**config.mk**
```make
export PLATFORM = sky130hd
export DESIGN_NAME = kb_code_controller
export DESIGN_NICKNAME = d
export VERILOG_FILES = /design/src/rtl/kb_code_controller.sv
export SDC_FILE = /design/constraint.sdc
export NUM_CORES = 1
export LEC_CHECK = 0
export CORE_UTILIZATION = 56
export DETAILED_ROUTE_END_ITERATION = 16
export PLACE_DENSITY = 0.84
export RECOVER_POWER = 50
export SYNTH_ARGS = -nofsm -noshare
export SYNTH_HDL_FRONTEND = slang
export SYNTH_SLANG_ARGS = --single-unit
export TNS_END_PERCENT = 5
```
**constraint.sdc**
```tcl
create_clock -name clk -period 5.2 [get_ports clk]
set_clock_uncertainty 0.2 [all_clocks]
set_input_delay 0.78 -clock clk [delete_from_list [all_inputs] [get_ports clk]]
set_output_delay 0.78 -clock clk [all_outputs]
set_load 0.005 [all_outputs]
```
**src/rtl/kb_code_controller.sv**
```systemverilog
// PS/2 scan-code controller: make/break/extended FSM feeding a small ASCII FIFO.
// Optional KB_TYPEMATIC_FILTER_EN drops auto-repeat make codes of the held key.
module kb_code_controller #(
    parameter int unsigned FIFO_DEPTH_LOG2 = 2
) (
    input  logic       clk,
    input  logic       reset,
    input  logic [7:0] scan_code,
    input  logic       scan_done_tick,
    output logic [7:0] key_code,
    input  logic [7:0] ascii_in,
    output logic [7:0] ascii_out,
    output logic       ascii_valid,
    input  logic       ascii_rd,
    output logic       overflow_tick
);
    localparam int unsigned DEPTH = 1 << FIFO_DEPTH_LOG2;
    localparam int unsigned PW    = FIFO_DEPTH_LOG2;
    localparam int unsigned CW    = FIFO_DEPTH_LOG2 + 1;
    localparam logic [7:0]  BREAK_CODE = 8'hF0;
    localparam logic [7:0]  EXT_CODE   = 8'hE0;

    typedef enum logic [2:0] {IDLE, LOOKUP, BRK, EXT, EXT_BRK} state_t;

    state_t          state_q, state_d;
    logic [7:0]      key_code_q, key_code_d;
    logic [PW-1:0]   wr_ptr_q, wr_ptr_d, rd_ptr_q, rd_ptr_d;
    logic [CW-1:0]   count_q, count_d;
    logic            ascii_valid_q, ascii_valid_d;
    logic            overflow_q, overflow_d;
    logic [7:0]      mem_q [DEPTH];
    logic            push_c, pop_c, full_c, wr_c;
`ifdef KB_TYPEMATIC_FILTER_EN
    logic [7:0]      held_code_q, held_code_d;
`endif

    // Scan-code sequencing; push request raised at the end of LOOKUP
    always_comb begin
        state_d    = state_q;
        key_code_d = key_code_q;
        push_c     = 1'b0;
`ifdef KB_TYPEMATIC_FILTER_EN
        held_code_d = held_code_q;
`endif
        case (state_q)
            IDLE: begin
                if (scan_done_tick) begin
                    if (scan_code == BREAK_CODE) begin
                        state_d = BRK;
                    end else if (scan_code == EXT_CODE) begin
                        state_d = EXT;
                    end else begin
`ifdef KB_TYPEMATIC_FILTER_EN
                        if (scan_code != held_code_q) begin
                            key_code_d  = scan_code;
                            held_code_d = scan_code;
                            state_d     = LOOKUP;
                        end
`else
                        key_code_d = scan_code;
                        state_d    = LOOKUP;
`endif
                    end
                end
            end
            LOOKUP: begin
                state_d = IDLE;
                push_c  = (ascii_in != 8'h00);
            end
            BRK: begin
                if (scan_done_tick) begin
                    state_d = IDLE;
`ifdef KB_TYPEMATIC_FILTER_EN
                    if (scan_code == held_code_q) held_code_d = 8'h00;
`endif
                end
            end
            EXT: begin
                if (scan_done_tick) state_d = (scan_code == BREAK_CODE) ? EXT_BRK : IDLE;
            end
            EXT_BRK: begin
                if (scan_done_tick) state_d = IDLE;
            end
            default: state_d = IDLE;
        endcase
    end

    // FIFO bookkeeping; a simultaneous pop frees the slot for a push into a full queue
    always_comb begin
        pop_c      = ascii_rd && (count_q != CW'(0));
        full_c     = (count_q == CW'(DEPTH));
        wr_c       = push_c && (!full_c || pop_c);
        overflow_d = push_c && full_c && !pop_c;
        wr_ptr_d   = wr_c  ? wr_ptr_q + PW'(1) : wr_ptr_q;
        rd_ptr_d   = pop_c ? rd_ptr_q + PW'(1) : rd_ptr_q;
        case ({wr_c, pop_c})
            2'b10:   count_d = count_q + CW'(1);
            2'b01:   count_d = count_q - CW'(1);
            default: count_d = count_q;
        endcase
        ascii_valid_d = (count_d != CW'(0));
    end

    always_ff @(posedge clk or posedge reset) begin
        if (reset) begin
            state_q       <= IDLE;
            key_code_q    <= 8'h00;
            wr_ptr_q      <= '0;
            rd_ptr_q      <= '0;
            count_q       <= '0;
            ascii_valid_q <= 1'b0;
            overflow_q    <= 1'b0;
`ifdef KB_TYPEMATIC_FILTER_EN
            held_code_q   <= 8'h00;
`endif
        end else begin
            state_q       <= state_d;
            key_code_q    <= key_code_d;
            wr_ptr_q      <= wr_ptr_d;
            rd_ptr_q      <= rd_ptr_d;
            count_q       <= count_d;
            ascii_valid_q <= ascii_valid_d;
            overflow_q    <= overflow_d;
`ifdef KB_TYPEMATIC_FILTER_EN
            held_code_q   <= held_code_d;
`endif
        end
    end

    // Storage array needs no reset; occupancy is tracked by the pointers
    always_ff @(posedge clk) begin
        if (wr_c) mem_q[wr_ptr_q] <= ascii_in;
    end

    assign key_code      = key_code_q;
    assign ascii_out     = mem_q[rd_ptr_q];
    assign ascii_valid   = ascii_valid_q;
    assign overflow_tick = overflow_q;
endmodule
```
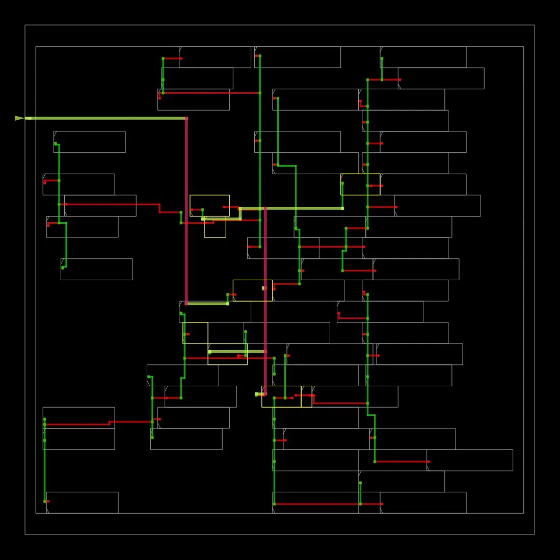
clock_nets.png
Layout clock buffers: 6
Late-Pin Clk Latency: 0.30 ns
Num CTS Buffers: 5
clk sinks: 52

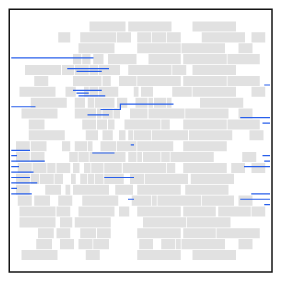
m3.png
Scale: 4 px per um.
longest straight run	20.2 um
main direction	horizontal
nets with wire on the layer	26
wire length on this layer	165 um
share of all routed wire	4.4%
total wire length: 3760 um
routing usage on met3: 0.0347
Via Count: 1281

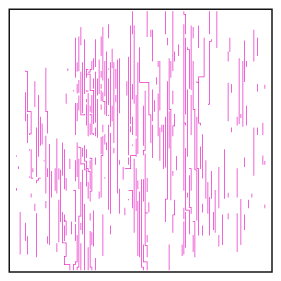
m2.png
Scale: 4 px per um.
nets with wire on the layer	178
wire length on this layer	2060 um
GRT met2 Usage: 0.367

==> impl_metrics.csv <==
group,metric,value,unit
setup_path,r2r-start,"state_q[2]$_DFFE_PP0P_",
placed_design,dp_hpwl,2790,um
status,outcome,"completed",
layout,drive_gt1_frac,0.124,
setup_path,arrival,3.25,ns
setup_path,crit_required,5.17,ns
routing,wl_per_cell,16.7,um
sta,setup_viol,0,
floorplan,fp.dieW,65.3,um
setup_path,startpoint,"ascii_in[5]",
sta,fin_tns_setup,0,ns
layout,final_cell_area,2750,sq um
floorplan,initial_core_util,0.600,
clocking,postCtsSetupBuffers,0,
placed_design,placed_cells,217,
sta,hold-worst-slack,0.292,ns
grt,grt_antenna_before_repair,0,
power,leakagePower,0.984,nW
layout,fin_util,0.734,
sta,fmax,305,MHz
synth,synth.cell_area,2250,sq um
worst_hold_path,holdPathStages,1,
synth,ys.flop_type,"edfxtp_1",
layout,final_cells,225,
worst_hold_path,min_from,"key_code[4]$_DFFE_PP0P_",
synth,top_area_cell,"edfxtp_1",
synth,ys_area,2250,sq um
grt,grt_max_degree,21,
routing,ant_nets,0,
synth,yosys-top-cells-count,"edfxtp_1 (32), dfrtp_1 (20), mux2_1 (8), mux4_2 (8), and2_1 (5)",
layout,num-fill-cells,245,
power,powerDensity,435,nW/um^2
synth,synth_top_cell_by_count,"edfxtp_1",
clocking,cts_resized,0,
placed_design,placed_cell_area,2660,sq um
worst_hold_path,min_path_type,"register to register",
sta,worst_slack,1.92,ns
run,tool_warnings,29,
clocking,cts_tree,"built",
power,ir_drop,0.000282,V
synth,ys_cells,135,
synth,edf_count,32,
cell families (layout without fill, tap and decap cells):
group                      count (synthesis)  count (layout)  share of synthesized area
AOI/OAI and AO/OA                         13              13                     0.0468
xor gates and xnor gates                   5               5                     0.0195
adders and majority gates                  5               5                     0.0312
buffers and inverters                      7              49                     0.0128
DFF                                       52              52                      0.651
muxes                                     18              18                      0.133
and+or+nand+nor                           35              35                      0.106
final cells by class:
type | instances | area (sq um) | share of cell area
inverter | 4 | 15.0 | 0.00547
multi-input combinational | 76 | 751 | 0.273
clock inverter | 2 | 16.3 | 0.00592
sequential | 52 | 1460 | 0.532
timing repair buffer | 37 | 370 | 0.135
clock buffer | 6 | 72.6 | 0.0264
tap | 48 | 60.1 | 0.0219
report_power, final:
part	leakage, nW	total [mW]	switching, mW	internal [mW]
clock network	0.0414	0.218	0.123	0.0957
registers	0.532	0.600	0.0825	0.518
logic	0.410	0.376	0.139	0.237
placed cells by master (no fill, tap or decap), drive strengths merged, types with 2 or more instances in the layout:
cell type      Yosys  final
edfxtp            32     32
clkdlybuf4s50      0     21
dfrtp             20     20
dlygate4sd3        0     16
mux2               9      9
mux4               8      8
clkbuf             0      6
and2               5      5
inv                4      4
nor2               4      4
ha                 4      4
nor4               4      4
nand2              3      3
a21oi              3      3
xnor2              3      3
nand2b             3      3
nand3              3      3
xor2               2      2
o21ai              2      2
or4                2      2
o211ai             2      2
nor4b              2      2
a211oi             2      2
critical path, cell delays in order:
cell and delay (ns):
dlygate4sd3_1 0.62, nor4_2 0.48, a21oi_1 0.26, nor2_1 0.17, fa_1 0.46, nand2b_1 0.16
nor4_1 0.23, a211oi_1 0.08
metal layers:
layer	track usage	routed length (um)	vias up
li1	-	-	604
met1	0.247	1490	633
met2	0.367	2060	38
met3	0.0347	164	6
met4	0.0625	47	0
met5	0	0	-
Power is estimated from default activity; no workload was simulated.
